$ cat src/rtl/fifo_pkg.sv
// Shared width helpers and occupancy-flag bundle for the stream FIFO family.
// Latency: n/a (types and constant functions only).
// Backpressure: n/a.
package fifo_pkg;

  // Pointer width for a power-of-two depth.
  function automatic int addr_width(input int depth);
    return $clog2(depth);
  endfunction

  // Occupancy width: one extra bit so a full FIFO (count == depth) is representable.
  function automatic int cnt_width(input int depth);
    return $clog2(depth) + 1;
  endfunction

  function automatic bit is_pow2(input int depth);
    return (depth > 0) && ((depth & (depth - 1)) == 0);
  endfunction

  // Status flags derived from the registered occupancy.
  typedef struct packed {
    logic full;
    logic empty;
    logic almost_full;
    logic almost_empty;
  } fifo_level_t;

endpackage

$ cat src/rtl/fifo_ram.sv
// DEPTH x DATA_W register array, one synchronous write port, one async read port.
// Latency: write visible on the read port the cycle after the write edge.
// Backpressure: none; the caller gates the write enable.
module fifo_ram #(
  parameter int DATA_W = 32,
  parameter int DEPTH  = 64,
  parameter int ADDR_W = 6
) (
  input  logic              clk,
  input  logic              we,
  input  logic [ADDR_W-1:0] waddr,
  input  logic [DATA_W-1:0] wdata,
  input  logic [ADDR_W-1:0] raddr,
  output logic [DATA_W-1:0] rdata
);

  logic [DATA_W-1:0] mem [DEPTH];

  // Storage is deliberately not reset; count/pointers define which entries are valid.
  always_ff @(posedge clk) begin
    if (we) begin
      mem[waddr] <= wdata;
    end
  end

  assign rdata = mem[raddr];

endmodule

$ cat src/rtl/stream_fifo.sv
// Valid/ready FWFT FIFO with count, almost flags, high-water mark and sync flush.
// Latency: 1 cycle from push into an empty FIFO to out_valid; no bypass path.
// Backpressure: in_ready drops only at count == DEPTH; no pass-through when full.
module stream_fifo
  import fifo_pkg::*;
#(
  parameter  int DATA_W = 32,
  parameter  int DEPTH  = 64,
  parameter  int AF_LVL = 56,
  parameter  int AE_LVL = 8,
  localparam int CNT_W  = cnt_width(DEPTH),
  localparam int ADDR_W = addr_width(DEPTH)
) (
  input  logic              clk,
  input  logic              nrst,
  input  logic              flush,
  input  logic              in_valid,
  output logic              in_ready,
  input  logic [DATA_W-1:0] in_data,
  output logic              out_valid,
  input  logic              out_ready,
  output logic [DATA_W-1:0] out_data,
  output logic [CNT_W-1:0]  count,
  output logic              almost_full,
  output logic              almost_empty,
  output logic [CNT_W-1:0]  hwm
);

  if (DATA_W < 1) begin : g_bad_data_w
    $error("stream_fifo: DATA_W must be >= 1");
  end
  if (DEPTH < 2 || !is_pow2(DEPTH)) begin : g_bad_depth
    $error("stream_fifo: DEPTH must be a power of two >= 2");
  end
  if (AF_LVL < 1 || AF_LVL > DEPTH) begin : g_bad_af
    $error("stream_fifo: AF_LVL must be in 1..DEPTH");
  end
  if (AE_LVL < 0 || AE_LVL > DEPTH - 1) begin : g_bad_ae
    $error("stream_fifo: AE_LVL must be in 0..DEPTH-1");
  end

  logic [ADDR_W-1:0] wr_ptr;
  logic [ADDR_W-1:0] rd_ptr;
  logic [CNT_W-1:0]  count_q;
  logic [CNT_W-1:0]  count_nxt;
  logic [CNT_W-1:0]  hwm_q;
  logic [CNT_W-1:0]  hwm_nxt;
  logic [DATA_W-1:0] rdata;
  logic              push;
  logic              pop;
  fifo_level_t       level;

  // Flags depend only on registered count, keeping ready/valid free of input paths.
  always_comb begin
    level              = '0;
    level.full         = (count_q == CNT_W'(DEPTH));
    level.empty        = (count_q == '0);
    level.almost_full  = (count_q >= CNT_W'(AF_LVL));
    level.almost_empty = (count_q <= CNT_W'(AE_LVL));
  end

  assign in_ready     = ~level.full;
  assign out_valid    = ~level.empty;
  assign almost_full  = level.almost_full;
  assign almost_empty = level.almost_empty;
  assign count        = count_q;
  assign hwm          = hwm_q;

  assign push = in_valid & in_ready;
  assign pop  = out_valid & out_ready;

  // Next occupancy and high-water mark; flush wins over any same-cycle push/pop.
  always_comb begin
    count_nxt = count_q;
    hwm_nxt   = hwm_q;
    if (flush) begin
      count_nxt = '0;
      hwm_nxt   = '0;
    end else begin
      if (push && !pop) begin
        count_nxt = count_q + CNT_W'(1);
      end else if (pop && !push) begin
        count_nxt = count_q - CNT_W'(1);
      end
      // count_nxt never exceeds DEPTH, so the mark saturates there naturally.
      if (count_nxt > hwm_q) begin
        hwm_nxt = count_nxt;
      end
    end
  end

  // Pointer, count and high-water registers; async clear on reset.
  always_ff @(posedge clk or negedge nrst) begin
    if (!nrst) begin
      wr_ptr  <= '0;
      rd_ptr  <= '0;
      count_q <= '0;
      hwm_q   <= '0;
    end else begin
      count_q <= count_nxt;
      hwm_q   <= hwm_nxt;
      if (flush) begin
        wr_ptr <= '0;
        rd_ptr <= '0;
      end else begin
        if (push) begin
          wr_ptr <= wr_ptr + ADDR_W'(1);
        end
        if (pop) begin
          rd_ptr <= rd_ptr + ADDR_W'(1);
        end
      end
    end
  end

  fifo_ram #(
    .DATA_W (DATA_W),
    .DEPTH  (DEPTH),
    .ADDR_W (ADDR_W)
  ) u_ram (
    .clk   (clk),
    .we    (push & ~flush),
    .waddr (wr_ptr),
    .wdata (in_data),
    .raddr (rd_ptr),
    .rdata (rdata)
  );

  // Head entry only when valid, so stale or uninitialised storage never leaks out.
  assign out_data = out_valid ? rdata : '0;

endmodule
$ cat config.mk
export PLATFORM = sky130hd
export DESIGN_NAME = stream_fifo
export DESIGN_NICKNAME = d
export VERILOG_FILES = /design/src/rtl/fifo_pkg.sv /design/src/rtl/fifo_ram.sv /design/src/rtl/stream_fifo.sv
export SDC_FILE = /design/constraint.sdc
export NUM_CORES = 2
export LEC_CHECK = 0
export ABC_CLOCK_PERIOD_IN_PS = 11400
export CAP_MARGIN = 30
export CORE_MARGIN = 8
export CORE_UTILIZATION = 55
export CTS_CLUSTER_SIZE = 30
export DETAILED_ROUTE_END_ITERATION = 8
export GPL_TIMING_DRIVEN = 0
export PLACE_DENSITY_LB_ADDON = 0.15
export REMOVE_ABC_BUFFERS = 1
export SYNTH_ARGS = -nofsm -noshare
export SYNTH_HDL_FRONTEND = slang
export SYNTH_SLANG_ARGS = --single-unit
$ cat constraint.sdc
create_clock -name clk -period 11.4 [get_ports clk]
set_clock_uncertainty 0.1 [all_clocks]
set_input_delay 2.85 -clock clk [delete_from_list [all_inputs] [get_ports clk]]
set_output_delay 2.85 -clock clk [all_outputs]
set_load 0.01 [all_outputs]
==> deck_impl_summary.md <==
Physical Implementation Snapshot

Timing
  – Final Max Slew Viols: 0
  – Tightest Pin Transition: roughly 1.0 ns
  – Setup violators final: 0
  – Fin crit period: about 9 ns
  – Tcrit/Tclk final: slightly below 80%
  – Final worst slack: approximately 2.4 ns
  – Maximum clock frequency: around 110 MHz
  – Unrepaired setup endpoints after global routing: no
  – Total negative slack: 0 ns
  – Hold WS: ~0.42 ns
  – Slew HR: between 30% and 40%
  – Final hold vios: 0

Clock network
  – Clock root buffer: clkbuf_16
  – CTS tree: done
  – Post-CTS setup buffers: 0
  – Hold_buf cts: 0
  – Maximum buffer depth of the clock tree: 3
  – Num CTS Buffers: slightly above 200
  – Post-CTS sizing: 0
  – CTS H-tree lvls: 4
  – Clk slew on worst S/H paths: 0.06 ns
  – CTS Sinks: between 2000 and 2500
  – Worst skew pair latency: between 0.8 and 0.9 ns

Critical path
  – Cell at the slowest stage of the critical path: dfrtp_4
  – CP Capture Type: primary output
  – CP required: between 8 and 9 ns
  – Top cell by count, worst path: buf_16
  – CP Cell Sequence: buf_16 -> buf_16 -> buf_16 -> buf_16 -> or3b_4 -> buf_12 -> o22ai_1 -> nor3_1 -> o21ai_0 -> nand3_1 -> o21ai_0 -> clkdlybuf4s50_1
  – Critical path fanouts, max: about 44
  – Critical path's top delay family: buffers and inverters
  – CP peak stage delay: roughly 0.86 ns
  – Worst Setup Path Type: flop to primary output
  – Critical path data arrival time: a little over 6 ns
  – Startpoint types: flop
  – CP bufs+invs: 6

Global route
  – First-pass GRT wire length: 289000 um
  – Initial antenna violation count: 6
  – Met2 Usage GRT: roughly two fifths
  – Layer with the highest usage: met2
  – Met3 usage: roughly 5%
  – Grt total ovfl: 0
  – Met1 usage: a little over a third
  – Vias in the first global route: 39599
  – Largest net degree at the start of global routing: between 60 and 70

Cells and area
  – Layout area overhead: 15.6%
  – Non-filler cells, final: a little over 6000
  – Layout cell share with drive strength beyond 1: approximately a quarter
  – Final Util: a little under two thirds
  – Final Cell Area: approximately 90000 um^2
  – Fin nets: about 4000

Yosys
  – Unique cell types: 62
  – Top cells by count: edfxtp_1, mux4_2, mux2i_1
  – Synth area leader: edfxtp_1
  – Dominant cell area share: 76.8%
  – Number of enable flip-flop cells: around 2000
  – Cells after Synth: 3732
  – Yosys top cell by instances: edfxtp_1
  – Commonest flop: edfxtp_1
  – Top cells by area: edfxtp_1, mux4_2, mux2i_1
  – Yosys synthesis chip area: around 80000 um^2
  – Ys Warns: 0
  – Yosys cell count: roughly 3700
  – Syn avg cell area: approximately 21 um^2
  – Syn Std Cell Area: 80000 um^2
  – Post-synth regs: ~2100
  – Post-synthesis sequential area ratio: between 70 and 80%
  – Ys async rst share: 1.25%

Detailed routing
  – DR vias: 39412
  – DRC: 0
  – Starting DRT DRC Count: 4537
  – Pre-Repair DR Iteration Count: 5
  – Vias per cell: approximately 6.5
  – Antenna viol nets, final: 0

Placement
  – DP Area: 86100 um^2
  – Pre-CTS setup slack: roughly 3.2 ns
  – Post-DP HPWL: 121000 um
  – Final Wtd Congestion: between 0.7 and 0.8
  – # placed instances: 5690

Floorplanning
  – Die Height: between 300 and 400 um
  – Die area: 158000 um^2
  – FP Core Util: 55.2%
  – Core area: around 150000 um^2
  – Die Wd: between 300 and 400 um

Flow run
  – Max-capacitance violation count: 0
  – Tool warnings: 28

Power and ir drop
  – Lkg Pwr: approximately 28 nW
  – Worst vdd ir: around 190 uV
  – PwrDens: ~200 nW/um^2
  – Tot Pwr: 18.9 mW

Outcome
  – Status: complete, no violations

Min path
  – Hold Path Class: flop to flop
-- flip-flops by register name, indices dropped and copies added (netlist names) --
| signal | cells |
|---|---|
| rd_ptr | 6 |
| wr_ptr | 6 |
| u_ram.mem | 2048 |
| hwm | 7 |
| count | 7 |
-- cells in the final DEF (no fill, tap or decap), drive strengths merged, types with 63 or more instances in the layout --
| cell type | instances |
|---|---|
| o22ai | 112 |
| nor2 | 104 |
| o21ai | 65 |
| a21oi | 63 |
| clkbuf | 262 |
| mux2i | 319 |
| clkinv | 81 |
| mux4 | 407 |
| edfxtp | 2048 |
| nand2 | 65 |
| buf | 196 |
-- final cells by class --
cell class,instances,area (um^2)
Inverter,17,63.8
Tap cell,1917,2400
Clock buffer,262,5470
Fill cell,9571,52500
Antenna cell,1,2.50
Multi-Input combinational cell,1433,17200
Clock inverter,109,1010
Timing Repair Buffer,250,4270
Sequential cell,2074,62200
-- logic make-up (layout without fill, tap and decap cells) --
group	after synthesis	after routing	synth area share [%]
other cells	0	1	0
flops	2074	2074	77.6
mux	727	727	15.5
xor+xnor	15	15	0.164
buf+inv	225	638	1.62
compound gates	384	384	3.20
simple gates	295	295	1.72
fa+ha+maj	12	12	0.188
-- layer usage --
layer	share of wire, %	routed length, um
met5	0.0044	9
met4	4.0	8100
met3	8.6	17400
met1	40	81200
met2	47	96200
-- final timing paths --
path	startpoint	endpoint	slack [ns]	cells past startpoint
worst max register to register	count[0]	u_ram.mem[23][21]	6.86	9
worst min-delay path	hwm[1]	hwm[1]	0.42	1
worst min register to register	hwm[1]	hwm[1]	0.42	1
worst max-delay path	rd_ptr[0]	out_data[12]	2.40	12
max in group asynchronous	nrst	rd_ptr[0]	8.39	2
min in group asynchronous	nrst	hwm[1]	2.30	1
-- report_power, final --
part | switching, mW | internal, mW
sequential | 0.0815 | 8.42
clock | 2.79 | 3.78
combinational | 1.93 | 1.86
total | 4.80 | 14.1
Fig. 1: metal layers overlaid
Scale: 1 px per um. Only two layers are drawn.
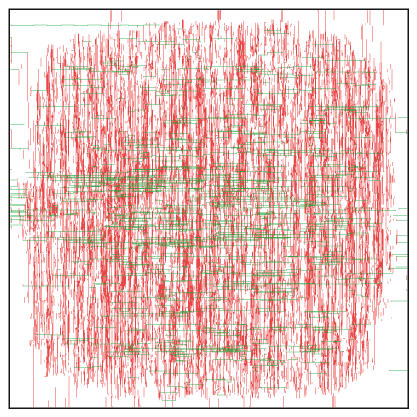
metal 3 -> green  # wire length 17400 um
metal 2 -> red  # wire length 96.2 mm
Global Route Usage Sum: 25.7%
Routed wire per std cell: 33.5 um
WL final: 203000 um

Fig. 2: cell outlines without signal wires
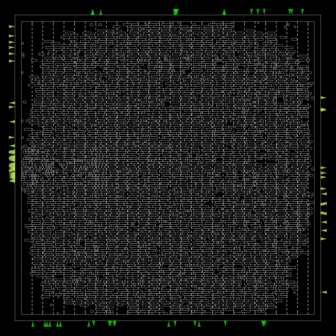
# rows: 140
# fillers: 9571

Fig. 3: I/O nets highlighted
Scale: 1 px per um.
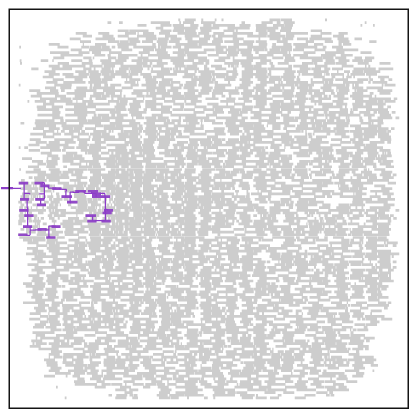
`nrst` -> purple  # bits 1, direction input, end cells 26, buffers 2, wire 260 um
IO Count: 87
Port Buf Inserts: 86

Fig. 4: I/O pins on the die edge
Scale: 1 px per um. Pins as bars across the die edge, other pins in grey.
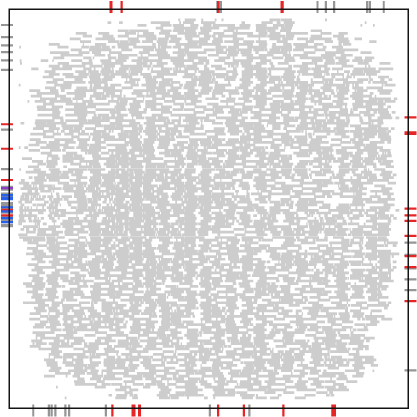
`count` -> blue  # pins 7, direction output, edge left
`nrst` -> purple  # pins 1, direction input, edge left
`out_data` -> red  # pins 32, direction output, edge 11 bottom, 10 right, 6 top, 5 left

Power and IR drop assume default switching activity.
